--- src/rtl/mem_arb_pkg.sv ---
// mem_arb_pkg: shared types and constants for the main-memory arbiter.
//   state_e     - arbiter FSM states
//   owner_e     - which fill FSM owns the current burst
//   BURST_WORDS - reads per cache-block fill
//   WORD_STRIDE - address step between consecutive burst reads
//   BLOCK_MASK  - clears the in-block offset to form the burst base
package mem_arb_pkg;

  typedef enum logic [1:0] {
    StIdle,
    StWrite,
    StIssue,
    StDrain
  } state_e;

  typedef enum logic {
    OwnI,
    OwnD
  } owner_e;

  localparam int unsigned BURST_WORDS = 8;
  localparam int unsigned WORD_STRIDE = 2;
  localparam logic [15:0] BLOCK_MASK  = 16'hFFF0;

endpackage

--- src/rtl/burst_addr_gen.sv ---
// burst_addr_gen: holds the block base of the current fill and counts issued reads.
//   clk_i       - system clock
//   rst_i       - asynchronous active-high reset
//   start_i     - capture base from miss_addr_i and clear the issue count
//   miss_addr_i - miss address of the winning fill FSM
//   step_i      - one read issued this cycle
//   addr_o      - address of the read to issue this cycle
//   last_o      - the read issued this cycle is the final one of the burst
module burst_addr_gen
  import mem_arb_pkg::*;
(
  input  logic        clk_i,
  input  logic        rst_i,
  input  logic        start_i,
  input  logic [15:0] miss_addr_i,
  input  logic        step_i,
  output logic [15:0] addr_o,
  output logic        last_o
);

  logic [15:0] base_q;
  logic [3:0]  issue_cnt_q;

  always_ff @(posedge clk_i or posedge rst_i) begin
    if (rst_i) begin
      base_q      <= '0;
      issue_cnt_q <= '0;
    end else if (start_i) begin
      // Base offset is always zero, so a burst never leaves its block.
      base_q      <= miss_addr_i & BLOCK_MASK;
      issue_cnt_q <= '0;
    end else if (step_i) begin
      issue_cnt_q <= issue_cnt_q + 4'd1;
    end
  end

  assign addr_o = base_q + 16'(issue_cnt_q * WORD_STRIDE);
  assign last_o = (issue_cnt_q == 4'(BURST_WORDS - 1));

endmodule

--- src/rtl/mem_arbiter.sv ---
// mem_arbiter: shares the pipelined main-memory port between the I-cache fill FSM,
// the D-cache fill FSM and D-cache write-through stores.
//   clk_i, rst_i               - clock, asynchronous active-high reset
//   icache_miss_i/addr_i       - I fill request level and miss address
//   dcache_miss_i/addr_i       - D fill request level and miss address
//   dcache_wr_i/_addr_i/_data_i - store request level, address, data
//   mem_en_o/_wr_o/_addr_o/_wdata_o - memory request port
//   mem_rdata_i/_valid_i       - in-order read returns
//   icache_data_o/_valid_o     - returned word and strobe to the I fill FSM
//   dcache_data_o/_valid_o     - returned word and strobe to the D fill FSM
//   dcache_wr_done_o           - one-cycle pulse when the store is issued
module mem_arbiter
  import mem_arb_pkg::*;
#(
  parameter int unsigned MEM_LATENCY = 4
) (
  input  logic        clk_i,
  input  logic        rst_i,
  input  logic        icache_miss_i,
  input  logic [15:0] icache_addr_i,
  input  logic        dcache_miss_i,
  input  logic [15:0] dcache_addr_i,
  input  logic        dcache_wr_i,
  input  logic [15:0] dcache_wr_addr_i,
  input  logic [15:0] dcache_wr_data_i,
  output logic        mem_en_o,
  output logic        mem_wr_o,
  output logic [15:0] mem_addr_o,
  output logic [15:0] mem_wdata_o,
  input  logic [15:0] mem_rdata_i,
  input  logic        mem_rdata_valid_i,
  output logic [15:0] icache_data_o,
  output logic        icache_data_valid_o,
  output logic [15:0] dcache_data_o,
  output logic        dcache_data_valid_o,
  output logic        dcache_wr_done_o
);

  // Sized for the worst-case number of returns in flight, never below 4 bits.
  localparam int unsigned RetCntRaw = $clog2(MEM_LATENCY + BURST_WORDS + 1);
  localparam int unsigned RetCntW   = (RetCntRaw > 4) ? RetCntRaw : 4;

  state_e               state_q;
  owner_e               owner_q;
  logic [RetCntW-1:0]   ret_cnt_q;
  logic                 grant_fill;
  logic [15:0]          burst_addr;
  logic                 issue_last;
  logic                 in_burst;

  // A store always wins, so a fill is only granted when no store is pending.
  assign grant_fill = (state_q == StIdle) && !dcache_wr_i && (dcache_miss_i || icache_miss_i);

  burst_addr_gen u_burst_addr_gen (
    .clk_i       (clk_i),
    .rst_i       (rst_i),
    .start_i     (grant_fill),
    .miss_addr_i (dcache_miss_i ? dcache_addr_i : icache_addr_i),
    .step_i      (state_q == StIssue),
    .addr_o      (burst_addr),
    .last_o      (issue_last)
  );

  always_ff @(posedge clk_i or posedge rst_i) begin
    if (rst_i) begin
      state_q   <= StIdle;
      owner_q   <= OwnI;
      ret_cnt_q <= '0;
    end else begin
      unique case (state_q)
        StIdle: begin
          if (dcache_wr_i) begin
            state_q <= StWrite;
          end else if (dcache_miss_i) begin
            state_q   <= StIssue;
            owner_q   <= OwnD;
            ret_cnt_q <= '0;
          end else if (icache_miss_i) begin
            state_q   <= StIssue;
            owner_q   <= OwnI;
            ret_cnt_q <= '0;
          end
        end
        StWrite: state_q <= StIdle;
        StIssue: begin
          // Early returns can overlap the tail of the issue phase.
          if (mem_rdata_valid_i) ret_cnt_q <= ret_cnt_q + 1'b1;
          if (issue_last) state_q <= StDrain;
        end
        StDrain: begin
          if (mem_rdata_valid_i) begin
            ret_cnt_q <= ret_cnt_q + 1'b1;
            if (ret_cnt_q == RetCntW'(BURST_WORDS - 1)) state_q <= StIdle;
          end
        end
        default: state_q <= StIdle;
      endcase
    end
  end

  always_comb begin
    mem_en_o         = 1'b0;
    mem_wr_o         = 1'b0;
    mem_addr_o       = '0;
    mem_wdata_o      = '0;
    dcache_wr_done_o = 1'b0;
    unique case (state_q)
      StWrite: begin
        mem_en_o         = 1'b1;
        mem_wr_o         = 1'b1;
        mem_addr_o       = dcache_wr_addr_i;
        mem_wdata_o      = dcache_wr_data_i;
        dcache_wr_done_o = 1'b1;
      end
      StIssue: begin
        mem_en_o   = 1'b1;
        mem_addr_o = burst_addr;
      end
      default: ;
    endcase
  end

  // Strays outside a burst are dropped; a dropped miss mutes its strobes at once.
  assign in_burst            = (state_q == StIssue) || (state_q == StDrain);
  assign icache_data_o       = mem_rdata_i;
  assign dcache_data_o       = mem_rdata_i;
  assign icache_data_valid_o = mem_rdata_valid_i && in_burst && (owner_q == OwnI) &&
                               icache_miss_i;
  assign dcache_data_valid_o = mem_rdata_valid_i && in_burst && (owner_q == OwnD) &&
                               dcache_miss_i;

endmodule

--- config.mk ---
export PLATFORM = sky130hd
export DESIGN_NAME = mem_arbiter
export DESIGN_NICKNAME = d
export VERILOG_FILES = /design/src/rtl/mem_arb_pkg.sv /design/src/rtl/burst_addr_gen.sv /design/src/rtl/mem_arbiter.sv
export SDC_FILE = /design/constraint.sdc
export NUM_CORES = 1
export LEC_CHECK = 0
export CAP_MARGIN = 20
export CORE_ASPECT_RATIO = 1.4
export CORE_MARGIN = 3
export CORE_UTILIZATION = 36
export CTS_CLUSTER_DIAMETER = 120
export DETAILED_ROUTE_END_ITERATION = 10
export PLACE_DENSITY = 0.89
export SLEW_MARGIN = 25
export SYNTH_ARGS = -nofsm -noshare
export SYNTH_HDL_FRONTEND = slang
export SYNTH_SLANG_ARGS = --single-unit
--- constraint.sdc ---
create_clock -name clk_i -period 3.8 [get_ports clk_i]
set_clock_uncertainty 0.2 [all_clocks]
set_input_delay 0.95 -clock clk_i [delete_from_list [all_inputs] [get_ports clk_i]]
set_output_delay 0.95 -clock clk_i [all_outputs]
set_load 0.1 [all_outputs]
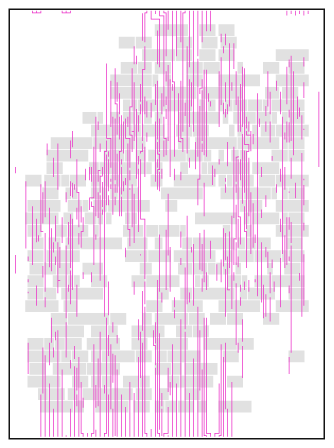
(metal 2)
longest straight run	43.9 microns
wire length on this layer	3130 microns

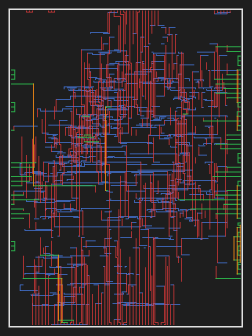
(signal wires by layer)
colour	layer	wire length
green	metal 3	333 microns
orange	metal 4	141 microns
blue	metal 1	1760 microns
red	metal 2	3130 microns

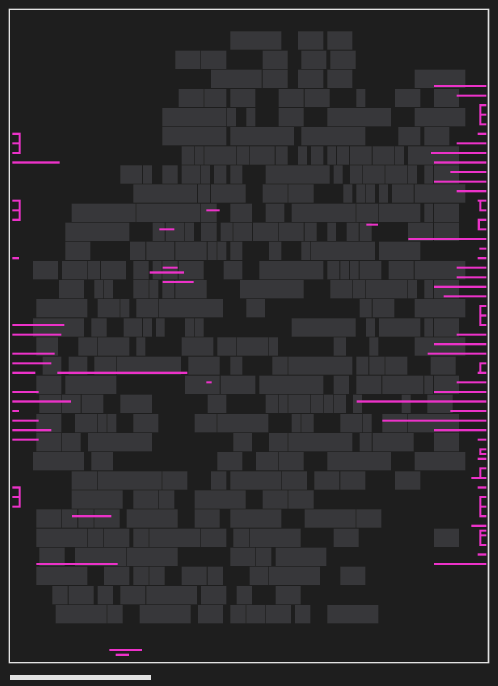
(M3 wires)
Scale bar: 20 microns.
main direction	horizontal
wire length on this layer	333 microns
Detailed Route WL: 5.36 mm
met3 usage: 2.06%
vias post-DR: 1767

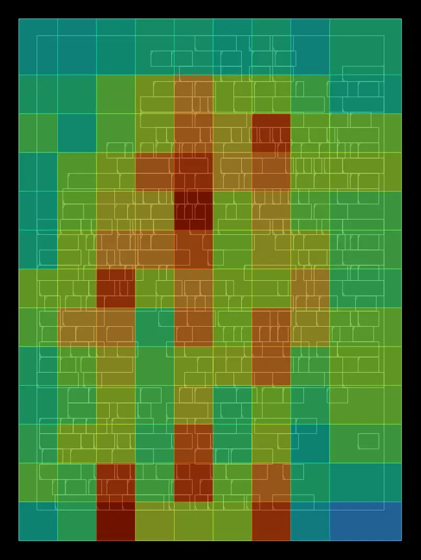
(routing congestion map)
gr usage total: 17.3%
routed len/inst: 14.6 microns

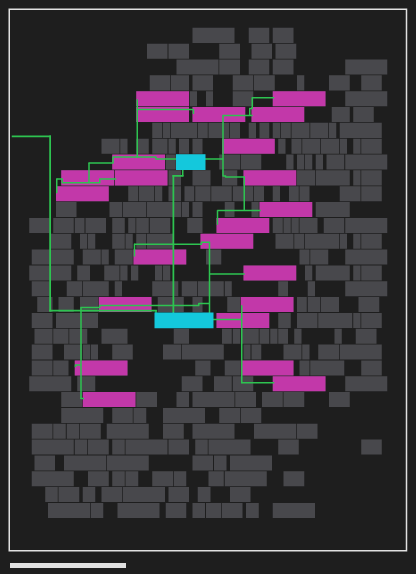
(clock network drawn from the DEF)
Scale bar: 20 microns.
[cyan] clock drivers | count: 3
[green] clock wires | length: 291 microns
[magenta] flip-flops | count: 23
routed clock nets	4
Clk pwr share: 4.8%
Clk power: 0.150 mW
Late-Pin Clk Latency: 0.26 ns

==> out/summary.txt <==
Worst slew margin = 42.0%
Top cells by count = buf_4 (33), dfrtp_1 (23), nor2_1 (23)
Multiplexer share = 6.72%
Leak pwr = 1.34 nW
Syn Std Cell Area = 0.00194 sq mm
Total power = 3.16 mW
RSZ-0062 raised after global routing = false
Worst reg2reg path startpoint = state_q[0]
Kind of critical path = flip-flop to output pin
Vias in the first global route = 1766
Area leader, netlist = dfrtp_1
Final nets = 396
GR Util met2 = 33.5%
Reg area = 576 sq um
Row count = 31
Met1 usage = 17.6%
YS chip area = 0.00194 sq mm
CTS hold repair buffers = 0
Top area contributor share = 29.7%
Most flop-heavy register = u_burst_addr_gen.base_q
I/O Pins = 155
Max Transition Viols Final = 0
Status = finished clean
Combinational gates = 165
Clk tree area frac = 1.44%
WL met3 = 332 microns
Critical path startpoint category = flip-flop
Peak fanout along the critical path = 9
Setup bufs post-CTS = 0
Post-synth top flop = dfrtp_1
Cell-internal power = 1.31 mW
Core ar. = 0.00520 sq mm
Count of final setup violators = 0
GPL Wtd Cong = 0.835
Worst setup path endpoint = mem_addr_o[10]
Data buffer area share = 41.8%
GR Overflow Total = 0
CP Depth = 5
Hold Path Sink = ret_cnt_q[1]
FF-to-FF path depth = 5
Vias per cell = 4.81
Power figures rest on the tool's default switching activity, not on a simulated workload.
